==> images/pdn.png <==
The bar under the picture is 20 um long. Pins as bars on the die edge.
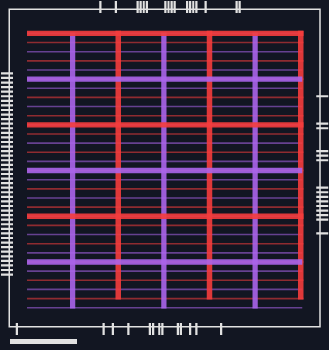
==> images/cell_classes.png <==
Fill, decap, tap and diode cells in grey.
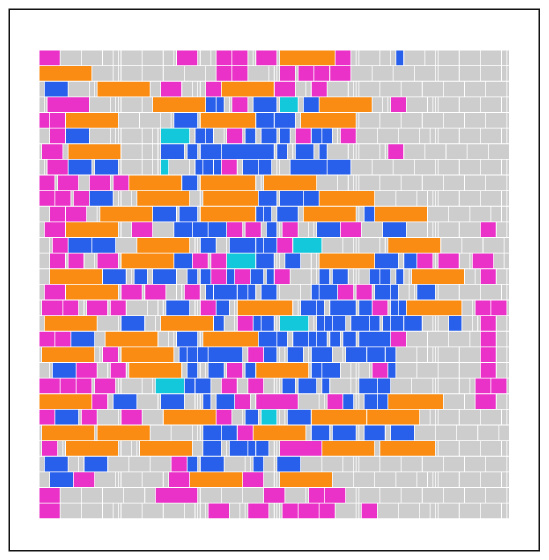
===== src/rtl/pc_fetch_sequencer.sv =====
// Program-counter controller: sequences req/ack instruction fetches and applies redirects.
// Optional 4-entry return stack enabled by defining PC_CALL_STACK_EN.
`timescale 1ns/1ps
module pc_fetch_sequencer (
  input  logic        clk,
  input  logic        rst_n,
  input  logic        halt,
  input  logic        jump,
  input  logic [15:0] jump_addr,
  input  logic        call,
  input  logic        ret,
  output logic        fetch_req,
  output logic [15:0] fetch_addr,
  input  logic        fetch_ack,
  input  logic [15:0] fetch_data,
  output logic [15:0] instr,
  output logic        instr_valid,
  output logic [15:0] pc,
  output logic        stack_err
);

  typedef enum logic [1:0] {IDLE, REQ, DONE} state_t;

  state_t      state;
  state_t      state_next;
  logic        redir;
  logic [15:0] target;
  logic        pending;
  logic [15:0] pend_addr;

`ifdef PC_CALL_STACK_EN
  logic [15:0] stk [4];
  logic [1:0]  sp;
  logic [1:0]  sp_top;
  logic [2:0]  cnt;
  logic        do_push;
  logic        do_pop;

  assign sp_top = sp - 2'd1;

  // ret outranks call, which outranks jump; an empty pop redirects to 0.
  always_comb begin
    redir   = 1'b0;
    target  = jump_addr;
    do_push = 1'b0;
    do_pop  = 1'b0;
    if (ret) begin
      redir  = 1'b1;
      do_pop = 1'b1;
      target = (cnt == 3'd0) ? '0 : stk[sp_top];
    end else if (call || jump) begin
      redir   = 1'b1;
      do_push = call;
    end
  end

  // Circular storage: a push when full lands on the oldest slot.
  always_ff @(posedge clk or negedge rst_n) begin
    if (!rst_n) begin
      for (int unsigned i = 0; i < 4; i++) stk[i] <= '0;
      sp        <= '0;
      cnt       <= '0;
      stack_err <= 1'b0;
    end else if (do_push) begin
      stk[sp] <= pc;
      sp      <= sp + 2'd1;
      if (cnt == 3'd4) stack_err <= 1'b1;
      else             cnt       <= cnt + 3'd1;
    end else if (do_pop) begin
      if (cnt == 3'd0) begin
        stack_err <= 1'b1;
      end else begin
        sp  <= sp_top;
        cnt <= cnt - 3'd1;
      end
    end
  end
`else
  logic unused_ret;

  assign unused_ret = ret;
  assign stack_err  = 1'b0;

  always_comb begin
    redir  = call || jump;
    target = jump_addr;
  end
`endif

  always_ff @(posedge clk or negedge rst_n) begin
    if (!rst_n) state <= IDLE;
    else        state <= state_next;
  end

  always_comb begin
    state_next = state;
    case (state)
      IDLE:    if (!halt) state_next = REQ;
      REQ:     if (fetch_ack) state_next = DONE;
      DONE:    state_next = halt ? IDLE : REQ;
      default: state_next = IDLE;
    endcase
  end

  always_comb begin
    fetch_req  = (state == REQ);
    fetch_addr = pc;
  end

  // A redirect during REQ is parked until the ack, so the in-flight data is dropped.
  always_ff @(posedge clk or negedge rst_n) begin
    if (!rst_n) begin
      pc          <= '0;
      instr       <= '0;
      instr_valid <= 1'b0;
      pending     <= 1'b0;
      pend_addr   <= '0;
    end else begin
      instr_valid <= 1'b0;
      if (state == REQ) begin
        if (fetch_ack) begin
          pending <= 1'b0;
          if (redir) begin
            pc <= target;
          end else if (pending) begin
            pc <= pend_addr;
          end else begin
            instr       <= fetch_data;
            instr_valid <= 1'b1;
            pc          <= pc + 16'd1;
          end
        end else if (redir) begin
          pending   <= 1'b1;
          pend_addr <= target;
        end
      end else if (redir) begin
        pc <= target;
      end
    end
  end

endmodule

===== config.mk =====
export PLATFORM = sky130hd
export DESIGN_NAME = pc_fetch_sequencer
export DESIGN_NICKNAME = d
export VERILOG_FILES = /design/src/rtl/pc_fetch_sequencer.sv
export SDC_FILE = /design/constraint.sdc
export NUM_CORES = 1
export LEC_CHECK = 0
export CORE_AREA = 5 5 87 89
export DETAILED_ROUTE_END_ITERATION = 12
export DIE_AREA = 0 0 92 94
export GPL_ROUTABILITY_DRIVEN = 0
export PLACE_DENSITY = 0.85
export SYNTH_ARGS = -nofsm -noshare
export SYNTH_HDL_FRONTEND = slang
export SYNTH_SLANG_ARGS = --single-unit

===== constraint.sdc =====
create_clock -name clk -period 1.7 [get_ports clk]
set_input_delay 0.255 -clock clk [delete_from_list [all_inputs] [get_ports clk]]
set_output_delay 0.255 -clock clk [all_outputs]
set_load 0.05 [all_outputs]

==> run notes <==
fresh numbers from the pnr run: met3 usage=4.57%, final setup fails=0, final core area utilization=57.3%, data required time of the worst path=1.96 ns, via/cell ratio=5.58, r2r startpoint=fetch_addr[0], fin nets=388, Compound Share, Synth=13.4%, setup TNS=0 ns, GR Util All Layers=17.4%, Fillers=571, tool warnings=28, MUX share of area=14.3%, drt pass-1 iters=4, Power, Total=5880 uW, DP Wirelength=5.54 mm, post-route insts no fill=429, worst path bufs/invs=0, Int Power=3130 uW, die area=8650 um^2, Sequential Power Share=34.6%, Yosys cell types=57, sequential share of the synthesized area=47.6%, status=complete, no violations, static leakage=0.00167 uW, Cells after Synth=248, leading area contributor after synthesis=dfrtp_1, Psw=2760 uW, worst flop-to-flop path endpoint=fetch_addr[14], switching part of the total=46.9%, Top cells by area=dfrtp_1, mux2_2, buf_4, o21ai_0, nand2_1, GRT busiest layer=met2, Synth Register Bits=52, Yosys Warn Count=0, grt total ovfl=0, class of the worst hold path=primary input to async pin, met1 Use GR=21.0%, crit end category=register, met2 usage=29.4%, Num CTS Buffers=5, number of setup buffers added after CTS=0, Post-synth EDFFs=0, Logic family by area=multiplexers, synthesized area=2740 um^2, clk sinks=52, Worst path slowest cell=or4_1, Register Area=1320 um^2, layout cells sized above 1=43.0%, CTS tree=done, Clock Power Share=12.1%, Final period util=95.9%, Final Max Tran Viols=0, Detailed Route WL=7.32 mm, n_diodes=0, drt wl/cell=17.1 um, root buffer cell=clkbuf_8, Ports=90, CP Launch Type=register, Buffers on Ports=87, # Max-Cap Violations=0, Layout area overhead=40.0%, adder share=0.457%, reg-to-reg slack, setup=0.07 ns, Hold Buf Count CTS=1, cell family with most CP delay=simple AND/OR/NAND/NOR gates, # Cells Yosys=248, crit path DAT=1.89 ns, Area leader share=47.6%, crit path from=fetch_addr[0], largest net degree at the start of global routing=53, Antenna Nets Post-Route=0, post-CTS sizing=0, vias in the first global route=2553
-- pdn.png (at the start) --
Key: VSS = purple; VDD = red
6 straps on met4. The core has 30 rows.
Core ar.: 6680 um^2
VDD IR max: 1.38 mV
die height: 94 um
Die W: 92 um

-- cell_classes.png (at the start) --
Key: other buffers and delay cells = magenta [cells 123]; all other logic = blue [cells 166]; clock drivers and dummy loads = cyan [cells 8]; flip-flops = orange [cells 52]
sequential portion of the cell area: 34.4%
Design Area, Final: 3830 um^2
cell row count: 30

==> metrics by stage <==
stage	setup slack, ns	hold WS (ns)
6_report	0.0705	0.474
5_1_grt	0.000260	0.503
4_1_cts	0.000620	0.463
3_5_place_dp	-0.293	0.270
3_3_place_gp	-0.213	0.267
2_1_floorplan	-0.107	-0.0406
==> power groups by stage <==
stage	Clock, uW	Combinational (uW)	Sequential (uW)
final	709	3140	2030
after global routing	774	3310	2100
after CTS	726	3120	2030
after detailed placement	0	3110	2040
after global placement	0	3060	2010
after floorplan	0	1260	2900
==> routing by layer <==
metal	wire, um	vias up
met2	3610	97
li1	-	1099
met4	135	0
met5	0	-
met1	3010	1183
met3	561	15
==> worst reg2reg max path, stage by stage (launching register included) <==
cell     delay, ns
dfrtp_2       0.43
ha_4          0.18
nand3_4       0.12
or4_1         0.52
a31oi_1       0.19
o22a_1        0.15
==> sequential cells by signal, indices dropped and copies added, names as in the netlist <==
register	cells
instr_valid	1
pending	1
pend_addr	16
state	2
fetch_addr	16
instr	16
==> cell type report <==
cell class | count | share of cell area (%)
Sequential cell | 52 | 34.4
Multi-Input combinational cell | 160 | 32.2
Timing Repair Buffer | 123 | 27.8
Tap cell | 80 | 2.61
Clock buffer | 6 | 1.89
Inverter | 6 | 0.653
Clock inverter | 2 | 0.425
==> cells in the mapped netlist, types with 2 or more instances <==
cell type  instances
a32oi_1            2
nor3_1             4
nand3_1            7
inv_1              5
mux2_2            29
mux2_1             3
a2111oi_0          2
o211ai_1           5
nor4_1             2
buf_2              4
a22oi_1            4
xnor2_1            5
clkbuf_1           5
buf_4             18
nor2_1             9
nand2_1           14
dfrtp_1           52
a31oi_1            5
buf_6              3
o22a_1             2
nand4_1            4
a21oi_1            6
mux2i_1            3
or3_1              3
or4_1              4
o21ai_0           15
nor4b_1            2
o221ai_1           2
Power is estimated from default activity; no workload was simulated.
